Run 1, PDN straps and rails:
The bar under the picture is 50 microns long. Pins as bars on the die edge.
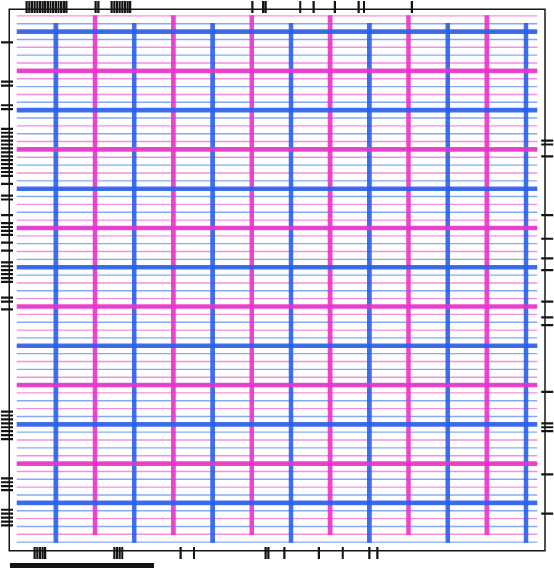
Run 1, placement by cell class:
The bar under the picture is 50 microns long.
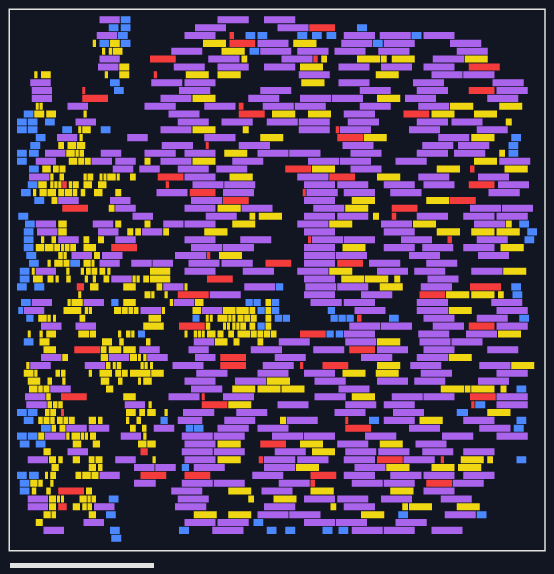
Run 1, clock network drawn from the DEF:
The bar under the picture is 50 microns long.
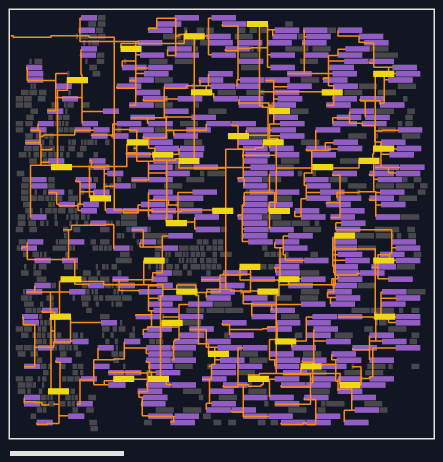
Run 1, routed metal, one color a layer:
Two of the layers only.
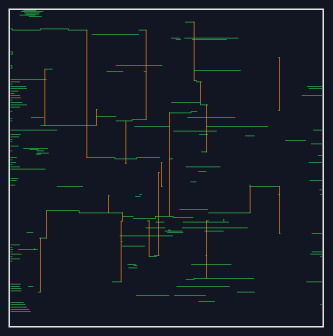
**src/rtl/video_pkg.sv**
```systemverilog
// Shared constants, frame-state encoding and pipeline tag layout for the
// video effects adapter slice.
package video_pkg;

    localparam int PIX_W      = 16;
    localparam int EFFECT_W   = 8;
    localparam int FX_LATENCY = 6;

    typedef enum logic [1:0] {
        IDLE   = 2'd0,
        ACTIVE = 2'd1,
        DRAIN  = 2'd2
    } frame_state_t;

    // One tag travels alongside each pixel inside the effects pipeline.
    typedef struct packed {
        logic valid;
        logic sop;
        logic eop;
    } tag_t;

endpackage

```
**src/rtl/video_sync_fifo.sv**
```systemverilog
// Show-ahead synchronous FIFO with an occupancy count. DEPTH must be a
// power of two so the pointers wrap naturally.
module video_sync_fifo #(
    parameter int WIDTH = 18,
    parameter int DEPTH = 16
) (
    input  logic                   clk,
    input  logic                   reset,
    input  logic                   push,
    input  logic [WIDTH-1:0]       push_data,
    input  logic                   pop,
    output logic [WIDTH-1:0]       head_data,
    output logic [$clog2(DEPTH):0] count
);

    localparam int PTR_W = $clog2(DEPTH);

    logic [WIDTH-1:0] mem [DEPTH];
    logic [PTR_W-1:0] wr_ptr;
    logic [PTR_W-1:0] rd_ptr;
    logic             do_pop;

    assign do_pop    = pop && (count != '0);
    // Empty reads return zero so the downstream port is clean after reset.
    assign head_data = (count != '0) ? mem[rd_ptr] : '0;

    // NOTE: the storage array has no reset; the count alone decides which
    // entries are meaningful, so clearing the pointers is enough.
    always_ff @(posedge clk) begin
        if (push) begin
            mem[wr_ptr] <= push_data;
        end
    end

    // NOTE: state registers use non-blocking assignments so every flop
    // samples pre-edge values, independent of statement order.
    always_ff @(posedge clk) begin
        if (reset) begin
            wr_ptr <= '0;
            rd_ptr <= '0;
            count  <= '0;
        end else begin
            if (push) begin
                wr_ptr <= wr_ptr + 1'b1;
            end
            if (do_pop) begin
                rd_ptr <= rd_ptr + 1'b1;
            end
            case ({push, do_pop})
                2'b10:   count <= count + 1'b1;
                2'b01:   count <= count - 1'b1;
                default: count <= count;
            endcase
        end
    end

endmodule

```
**src/rtl/video_effects_st_adapter.sv**
```systemverilog
// Avalon-ST wrapper around the fixed-latency video_effects pipeline: frame
// FSM, per-pixel tag shift register, credit-based backpressure and skid FIFO.
module video_effects_st_adapter #(
    parameter int DATA_W     = video_pkg::PIX_W,
    parameter int CFG_W      = video_pkg::EFFECT_W,
    parameter int FX_LATENCY = video_pkg::FX_LATENCY,
    parameter int FIFO_DEPTH = 16
) (
    input  logic              clk,
    input  logic              reset,
    input  logic [DATA_W-1:0] snk_data,
    input  logic              snk_valid,
    input  logic              snk_sop,
    input  logic              snk_eop,
    output logic              snk_ready,
    output logic [DATA_W-1:0] fx_data_in,
    input  logic [DATA_W-1:0] fx_data_out,
    input  logic [CFG_W-1:0]  cfg_effect_in,
    output logic [CFG_W-1:0]  fx_effect,
    output logic [DATA_W-1:0] src_data,
    output logic              src_valid,
    output logic              src_sop,
    output logic              src_eop,
    input  logic              src_ready,
    output logic [15:0]       frame_count,
    output logic [15:0]       drop_count,
    output logic              err_sop_in_frame
);

    import video_pkg::*;

    localparam int CNT_W = $clog2(FIFO_DEPTH) + 1;
    localparam int SUM_W = CNT_W + 1;

    frame_state_t      state;
    frame_state_t      state_next;
    tag_t              tags [FX_LATENCY];
    logic [SUM_W-1:0]  inflight;
    logic [CNT_W-1:0]  fifo_count;
    logic [DATA_W+1:0] fifo_head;
    logic              accept;
    logic              tag_in;
    logic              fifo_push;
    logic              fifo_pop;

    assign fx_data_in = snk_data;
    assign accept     = snk_valid && snk_ready;
    assign tag_in     = accept && ((state == ACTIVE) || snk_sop);
    assign fifo_push  = tags[FX_LATENCY-1].valid;
    assign src_valid  = (fifo_count != '0);
    assign fifo_pop   = src_valid && src_ready;
    assign {src_data, src_sop, src_eop} = fifo_head;

    // Credits cover both buffered and in-flight pixels, so a push can never
    // find the FIFO full.
    assign snk_ready = !reset && (state != DRAIN) &&
                       (({1'b0, fifo_count} + inflight) < SUM_W'(FIFO_DEPTH));

    always_comb begin
        inflight = '0;
        for (int i = 0; i < FX_LATENCY; i++) begin
            inflight = inflight + SUM_W'(tags[i].valid);
        end
    end

    // NOTE: assigning the default before the case keeps this purely
    // combinational; a path without an assignment would infer a latch.
    always_comb begin
        state_next = state;
        unique case (state)
            IDLE:    if (accept && snk_sop) state_next = ACTIVE;
            ACTIVE:  if (accept && snk_eop) state_next = DRAIN;
            DRAIN:   if (inflight == '0)    state_next = IDLE;
            default: state_next = IDLE;
        endcase
    end

    always_ff @(posedge clk) begin
        if (reset) begin
            state            <= IDLE;
            fx_effect        <= '0;
            frame_count      <= '0;
            drop_count       <= '0;
            err_sop_in_frame <= 1'b0;
            for (int i = 0; i < FX_LATENCY; i++) begin
                tags[i] <= '0;
            end
        end else begin
            state    <= state_next;
            tags[0]  <= {tag_in, tag_in && snk_sop, tag_in && snk_eop};
            for (int i = 1; i < FX_LATENCY; i++) begin
                tags[i] <= tags[i-1];
            end
            // Configuration tracks the request only between frames.
            if ((state == IDLE) && !(accept && snk_sop)) begin
                fx_effect <= cfg_effect_in;
            end
            if ((state == ACTIVE) && accept && snk_eop) begin
                frame_count <= frame_count + 16'd1;
            end
            if ((state == IDLE) && accept && !snk_sop && (drop_count != 16'hFFFF)) begin
                drop_count <= drop_count + 16'd1;
            end
            err_sop_in_frame <= (state == ACTIVE) && accept && snk_sop;
        end
    end

    video_sync_fifo #(
        .WIDTH (DATA_W + 2),
        .DEPTH (FIFO_DEPTH)
    ) u_fifo (
        .clk       (clk),
        .reset     (reset),
        .push      (fifo_push),
        .push_data ({fx_data_out, tags[FX_LATENCY-1].sop, tags[FX_LATENCY-1].eop}),
        .pop       (fifo_pop),
        .head_data (fifo_head),
        .count     (fifo_count)
    );

endmodule

```
**config.mk**
```make
export PLATFORM = sky130hd
export DESIGN_NAME = video_effects_st_adapter
export DESIGN_NICKNAME = d
export VERILOG_FILES = /design/src/rtl/video_pkg.sv /design/src/rtl/video_sync_fifo.sv /design/src/rtl/video_effects_st_adapter.sv
export SDC_FILE = /design/constraint.sdc
export NUM_CORES = 1
export LEC_CHECK = 0
export ABC_CLOCK_PERIOD_IN_PS = 10950
export CAP_MARGIN = 20
export CORE_AREA = 2 2 183 185
export CTS_BUF_LIST = sky130_fd_sc_hd__clkbuf_16
export DETAILED_ROUTE_END_ITERATION = 10
export DIE_AREA = 0 0 185 187
export PLACE_DENSITY_LB_ADDON = 0.08
export SETUP_SLACK_MARGIN = 0.2
export SLEW_MARGIN = 20
export SYNTH_ARGS = -nofsm -noshare
export SYNTH_HDL_FRONTEND = slang
export SYNTH_SLANG_ARGS = --single-unit
```
**constraint.sdc**
```tcl
create_clock -name clk -period 10.95 [get_ports clk]
set_clock_uncertainty 0.05 [all_clocks]
set_input_delay 1.6425 -clock clk [delete_from_list [all_inputs] [get_ports clk]]
set_output_delay 1.6425 -clock clk [all_outputs]
set_load 0.03 [all_outputs]
```
==> results.yml, run 1 <==
# generated from flow reports
clocking:
  hold_buffers: 0
  cts_tree: "yes"
  cts_sinks: 366
  cts-root-buf: "clkbuf_16"
  post_cts_buffers: 0
  cts_resized: 0
layout:
  buf_share_pct: 6.269
  antenna_cells: 0
  logic_area_sq_mm: 0.003951
  areaGrowthSynthToFinish_pct: 17.95
  largest_cell_class: "flip-flops and latches"
  buffers_excl_clock: 113
  clkCellAreaFrac_pct: 7.264
  comb_area_share_pct: 23.10
  inverters_excl_clock: 17
  regArea_sq_mm: 0.01021
  n_clock_buffer: 41
final_timing:
  whs_ps: 383.3
  slew-limit-headroom_pct: 27.39
  fin_crit_sh_pct: 52.46
  rsz0062_at_grt: "no"
  worst_pin_slew_ps: 1083
  hold_viol_final: 0
  final_max_slew_viol_count: 0
drt:
  vias: 7632
  wl_microns: 31360
  wire_per_inst_microns: 22.47
  met3_length_microns: 1521
  remaining_drc_errors: 0
  drt-met1-wl_microns: 12950
  detail-route-antenna-nets: 0
  dr.pass1.iters: 5
  first_iter_violations: 543
pwr:
  cellLeakagePower_nw: 5.439
  power.density_mw_per_mm2: 165.3
  p_total_mw: 2.828
setup_path:
  crit_family: "adder cells"
  crit_top_cell: "fa_1"
  r2r_start: "tags[3][2]"
  crit_chain: "fa_1, inv_1, fa_1, inv_1, ha_1, fa_1, ha_1, nand4_1, a21boi_1, buf_4, nor2_1, clkdlybuf4s50_1"
  slowest_delay_ps: 680
  critPathBufInv: 4
  crit_path_start: "tags[3][2]"
  ff2ff_setup_slack_ps: 6660
  critPathSlowestCell: "clkdlybuf4s50_1"
  crit_path_end_kind: "primary output"
  endpoint: "snk_ready"
  critical_path_class: "flop to primary output"
hold_path:
  min_path_type: "flop to flop"
synth:
  synth_flop_count: 366
  yosys_area_sq_mm: 0.01450
  yosysCellCount: 817
  fp_nets: 881
  yosys.area_share.simple_pct: 7.299
  netlist_area_sq_mm: 0.01450
  xor_area_share_pct: 1.268
  synth-compound-area-share_pct: 1.898
  synthTopLogicFamily: "multiplexers"
  ys_seq_share_pct: 70.40
  mux_area_share_pct: 15.02
  avgSynthCellArea_sq_um: 17.75
global_route:
  grt_max_degree: 73
  grt_pass1_wl_microns: 47810
  met2_usage_pct: 32.44
  busiest_layer: "met2"
  grt_overflow: 0
  met1_usage_pct: 24.29
place:
  gp_congestion: 0.7447
  place_hpwl_microns: 17590
job:
  warnings: 29
die:
  tap_cells: 448
  die_h_microns: 187
outcome:
  status: "completed"
-- 'PDN straps and rails' (at the start) --
[magenta] VDD
[blue] VSS
met5 straps: 13
signal pins: 123
met1 rails: 68

-- 'placement by cell class' (at the start) --
[yellow] all other logic | cells: 398 | share of their area: 24%
[red] clock drivers and dummy loads | cells: 71 | share of their area: 7.5%
[blue] other buffers and delay cells | cells: 113 | share of their area: 6.5%
[purple] flip-flops | cells: 366 | share of their area: 62%

-- 'clock network drawn from the DEF' (at the start) --
[yellow] cells driving clock nets | count: 40
[orange] clock wires | length: 4200 microns
[purple] flip-flops | count: 366
routed clock nets: 41
flops lie: spread over the die

-- 'routed metal, one color a layer' (at the start) --
[orange] met4 | wire length: 626 microns
[green] met3 | wire length: 1520 microns

-- run 1: per-stage QoR --
step / area (sq um) / setup slack (ps) / util (%) / std cells
floorplan: 14500 / 5978 / - / 817
global placement: 15860 / 5748 / 48.26 / 1325
detailed placement: 15860 / 5720 / 48.26 / 1325
CTS: 17100 / 5158 / 52.04 / 1396
global route: 17110 / 5009 / 52.05 / 1396
finish: 17110 / 5206 / 52.05 / 1396
-- run 1: registers in the layout (all words and copies together) (netlist names), named ones only --
name	count
fx_effect	8
drop_count	16
u_fifo.rd_ptr	4
err_sop_in_frame	1
u_fifo.mem	288
state	2
u_fifo.count	5
tags	18
u_fifo.wr_ptr	4
frame_count	16
-- run 1: Yosys cell counts, drive strengths merged --
cell,n,area share [%]
buf,28,1.3
mux4,90,14
a21oi,16,0.55
nand3,15,0.60
edfxtp,288,60
nor4b,3,0.18
and2,37,1.6
a21o,1,0.052
or3,6,0.26
mux2,1,0.078
or2b,1,0.060
xor2,6,0.36
nor2,53,1.4
o311ai,1,0.060
nand4,9,0.39
a21boi,1,0.052
fa,4,0.55
or2,1,0.043
o41ai,1,0.060
nor2b,17,0.73
o31ai,8,0.45
o31a,2,0.12
and4,2,0.12
ha,14,1.2
and3,6,0.26
o21ai,4,0.14
mux2i,14,0.97
inv,17,0.44
o21a,8,0.41
xnor2,15,0.91
or4,8,0.44
nor4,11,0.47
nor3,9,0.31
clkbuf,25,0.65
dfxtp,78,11
nand2,17,0.44
-- run 1: report_power, final --
part           internal [mW]  switching (mW)
combinational         0.0242          0.0369
sequential              1.50         0.00312
clock                  0.749           0.516
Run 1, cell placement:
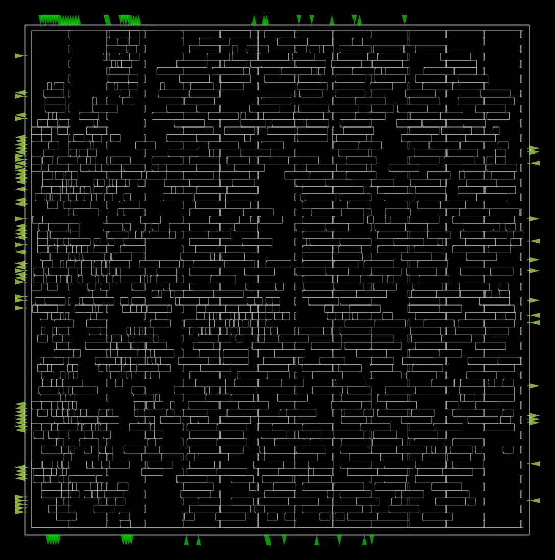

--- run 2 (diff from run 1) ---
ABC_CLOCK_PERIOD_IN_PS = 5400   (was 10950)
clock period = 5.4 ns   (was 10.95 ns; I/O delays follow)
Run 2, cell placement:
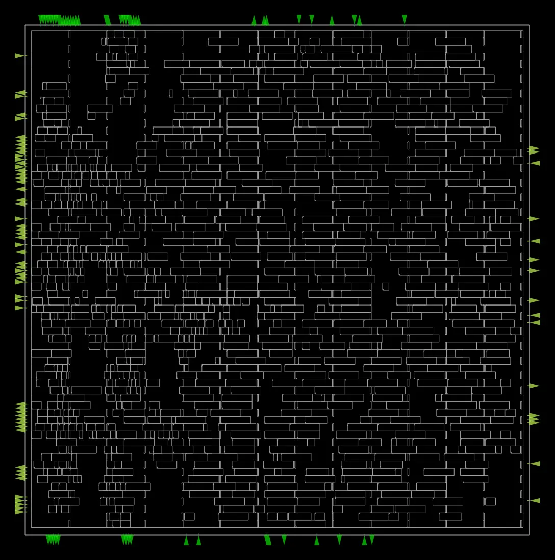
Seq/total area: 59.74%
Finished Layout Cells: 1394

==> run 2 against run 1 <==
  * Synthesized cell count is the same
  * Die area is the same
  * Via count shrank 0.80%
  * Worst hold slack gained 2.8 ps
  * Clock power grew 100%
  * Global-route usage grew 0.13 points
  * Non-clock buffer count shrank 1
  * Sequential cell count is the same
  * Worst setup slack lost 4700 ps
  * Critical endpoint unchanged
==> results.yml, run 2 <==
# generated from flow reports
layout:
  areaGrowthSynthToFinish_pct: 17.90
  logic_area_sq_mm: 0.003956
  antenna_cells: 0
  regArea_sq_mm: 0.01021
  reg.largest.list: "u_fifo.mem (288), tags (18)"
  largest_register_ffs: 288
setup_path:
  crit_top_cell: "fa_1"
  critical_path_class: "flop to primary output"
  critPathSlowestCell: "clkdlybuf4s50_1"
  crit_path_end_kind: "primary output"
pwr:
  p_total_mw: 5.710
  p_int_mw: 4.598
  power.density_mw_per_mm2: 334.0
  power_frac_seq_pct: 53.3
  cellLeakagePower_nw: 5.435
  clockPowerShare_pct: 44.5
  p_sw_mw: 1.112
synth:
  mux_area_share_pct: 15.02
  yosys_area_sq_mm: 0.01450
  yosys-top-cells-area: "edfxtp_1, mux4_2, dfxtp_1, and2_1, nor2_1"
  avgSynthCellArea_sq_um: 17.75
  synth-compound-area-share_pct: 1.898
  top_area_share_pct: 59.63
  ys.flop_type: "edfxtp_1"
  xor_area_share_pct: 1.268
  synthTopLogicFamily: "multiplexers"
  async_flop_share_pct: 0
  ys_seq_share_pct: 70.40
drt:
  wl_microns: 31400
  remaining_drc_errors: 0
  first_iter_violations: 592
place:
  placedCellCount: 1323
  placedInstanceArea_sq_mm: 0.01586
  place_hpwl_microns: 18040
hold_path:
  min_path_type: "flop to flop"
global_route:
  grt_pass1_wl_microns: 48440
  grt_overflow: 0
final_timing:
  slew-limit-headroom_pct: 50.06
  final_max_slew_viol_count: 0
  hold_viol_final: 0
outcome:
  status: "completed"
clocking:
  hold_buffers: 0
  cts_tree: "yes"
[run 2: worst paths after layout]
| path | start | end | slack, ps | cells after the start |
|---|---|---|---|---|
| setup reg to reg | tags[3][2] | drop_count[9] | 1150 | 13 |
| hold reg to reg | tags[3][1] | tags[4][1] | 390 | 1 |
| hold / removal | tags[3][1] | tags[4][1] | 390 | 1 |
| setup / recovery | tags[3][2] | snk_ready | 520 | 12 |
[run 2: critical path, delay by kind of cell, from the launching register on]
kind,cells,cell delay [ps]
adder cells (fa/ha/maj),5,1930
AND/OR/NAND/NOR,2,210
AND-OR/OR-AND,1,60
flip-flops,1,330
buffers and inverters,4,960
[run 2: cell families (layout without fill, tap and decap cells)]
logic type,after synthesis,count (layout)
flops,366,366
compound gates,42,42
mux,105,105
xor+xnor,21,21
simple gates,195,195
buf+inv,70,199
fa+ha+maj,18,18
[run 2: routing by layer]
metal / up-vias / GRT usage (%) / wire, microns
li1: 3391 / - / -
met1: 3921 / 25.06 / 13240
met2: 214 / 32.21 / 16150
met3: 45 / 3.057 / 1488
met4: 0 / 4.090 / 520
met5: - / 0 / 0
[run 2: area by class of cell]
class                           instances  area share, %
Sequential cell                       366          59.74
Multi-Input combinational cell        381          23.14
Timing Repair Buffer                  112          6.278
Clock buffer                           41          6.000
Tap cell                              448          3.278
Clock inverter                         29          1.193
Inverter                               17         0.3732
[run 2: power groups by stage]
| stage | Clock [mW] | Combinational [mW] | Sequential [mW] |
|---|---|---|---|
| after CTS | 2.60 | 0.126 | 3.05 |
| final | 2.54 | 0.125 | 3.05 |
| after floorplan | 0 | 0.0682 | 3.12 |
| after global routing | 2.72 | 0.138 | 3.05 |
| after detailed placement | 0 | 0.126 | 3.11 |
| after global placement | 0 | 0.120 | 3.11 |
Run 2, PDN straps and rails:
The bar under the picture is 50 microns long. Pins as bars on the die edge.
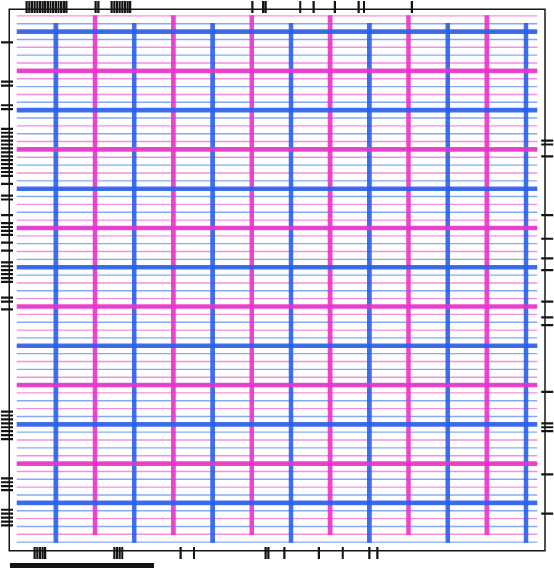

--- run 3 (diff from run 2) ---
CORE_AREA = 2 2 213 215   (was 2 2 183 185)
DIE_AREA = 0 0 215 217   (was 0 0 185 187)
Run 3, PDN straps and rails:
The bar under the picture is 50 microns long. Pins as bars on the die edge.
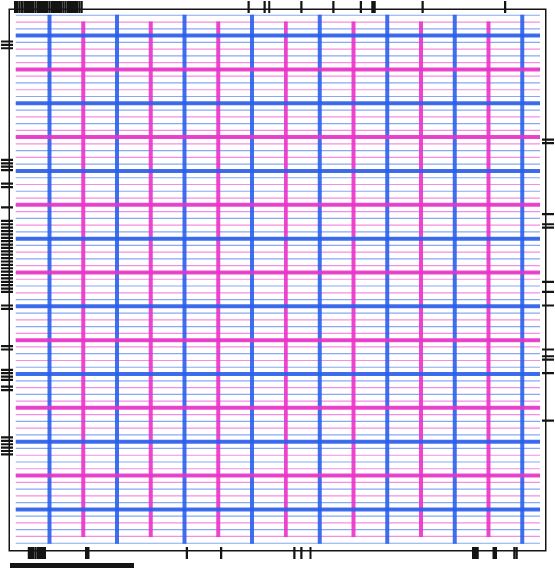
[magenta] VDD
[blue] VSS
met5 straps: 15
met1 rails: 79

==> run 3 against run 2 <==
  * Via count is essentially flat
  * Sequential power is essentially flat
  * Sequential cell count unchanged
  * Final cell count grew 11%
  * Largest cell class unchanged
  * Critical path type unchanged
  * Global-route usage decreased by 3.8 points
==> results.yml, run 3 <==
# generated from flow reports
setup_path:
  r2r_end: "drop_count[9]"
  rr_worst_depth: 13
  r2r_start: "tags[3][2]"
  crit_path_start: "tags[3][2]"
  crit_path_end_kind: "primary output"
  ff2ff_setup_slack_ps: 1110
drt:
  first_iter_violations: 427
  wire_per_inst_microns: 22.04
  wl_met2_microns: 16540
  dr.max_layer_used: "met5"
  vias: 7574
global_route:
  met3_usage_pct: 3.215
  grt_pass1_wl_microns: 51370
  grt_max_degree: 67
  met2_usage_pct: 24.72
synth:
  top_area_share_pct: 59.63
  avgSynthCellArea_sq_um: 17.75
  async_flop_share_pct: 0
  edf_count: 288
  ys_seq_share_pct: 70.40
  yosysCellCount: 817
  yosys-top-cells-area: "edfxtp_1, mux4_2, dfxtp_1, and2_1, nor2_1"
  top_area_cell: "edfxtp_1"
  synth_flop_count: 366
  netlist_area_sq_mm: 0.01450
  top_cell: "edfxtp_1"
  ys.flop_type: "edfxtp_1"
  fp_nets: 881
final_timing:
  fin_crit_sh_pct: 91.22
  worst_pin_slew_ps: 823.8
  hold_viol_final: 0
  final_max_slew_viol_count: 0
  slew-limit-headroom_pct: 45.08
  whs_ps: 389.7
clocking:
  cts_resized: 0
  post_cts_buffers: 0
  cts_tree: "yes"
hold_path:
  min_path_type: "flop to flop"
  holdPathEnd: "tags[3][0]"
pwr:
  pg_clk_mw: 2.78
  clockPowerShare_pct: 46.7
  cellLeakagePower_nw: 5.461
  power_frac_seq_pct: 51.2
  p_sw_mw: 1.185
layout:
  largest_register_ffs: 288
  logic_area_sq_mm: 0.003965
  areaGrowthSynthToFinish_pct: 19.77
  top_register: "u_fifo.mem"
outcome:
  status: "completed"
place:
  gp_congestion: 0.7136
  placedInstanceArea_sq_mm: 0.01602
## run 3: cell count changes in the layout (fill, tap and decap cells not counted), sizes merged
cell | previous run | this run
clkinv | 14 | 13
diode | 0 | 2
buf | 22 | 15
inv | 26 | 29
clkinvlp | 3 | 2
bufinv | 3 | 5
clkbuf | 42 | 43
## run 3: worst max-delay path, cell delays in order (launching register included)
cell and delay, ps:
dfxtp_1 320, fa_1 540, inv_1 50, fa_1 480, inv_1 50, ha_1 180, fa_1 460, ha_1 290
nand4_1 90, a21boi_1 60, buf_4 190, nor2_1 120, clkdlybuf4s50_1 690
## run 3: cell type report
| cell class | count | share of cell area [%] |
|---|---|---|
| well taps | 600 | 4.322 |
| flip-flops and latches | 366 | 58.81 |
| repair buffers | 104 | 5.907 |
| inverters | 17 | 0.3674 |
| clock inverters | 32 | 1.542 |
| diodes | 2 | 0.02881 |
| clock buffers | 43 | 6.195 |
| multi-input cells | 381 | 22.83 |
## run 3: metrics by stage
| stage | setup WS (ps) | std cells | total power [mW] |
|---|---|---|---|
| 2_1_floorplan | 1260 | 817 | 3.183 |
| 3_3_place_gp | 1050 | 1468 | 3.227 |
| 3_5_place_dp | 1038 | 1468 | 3.233 |
| 4_1_cts | 409.0 | 1543 | 6.035 |
| 5_1_grt | 262.2 | 1543 | 6.151 |
| 6_report | 474.3 | 1545 | 5.948 |
## run 3: cells by family (layout without fill, tap and decap cells)
| group | Yosys count | in the layout | synth area share, % |
|---|---|---|---|
| buf+inv | 70 | 196 | 2.355 |
| other cells | 0 | 2 | 0 |
| compound gates | 42 | 42 | 1.898 |
| fa+ha+maj | 18 | 18 | 1.760 |
| xor+xnor | 21 | 21 | 1.268 |
| simple gates | 195 | 195 | 7.299 |
| flops | 366 | 366 | 70.40 |
| mux | 105 | 105 | 15.02 |
Power and IR drop assume default switching activity.
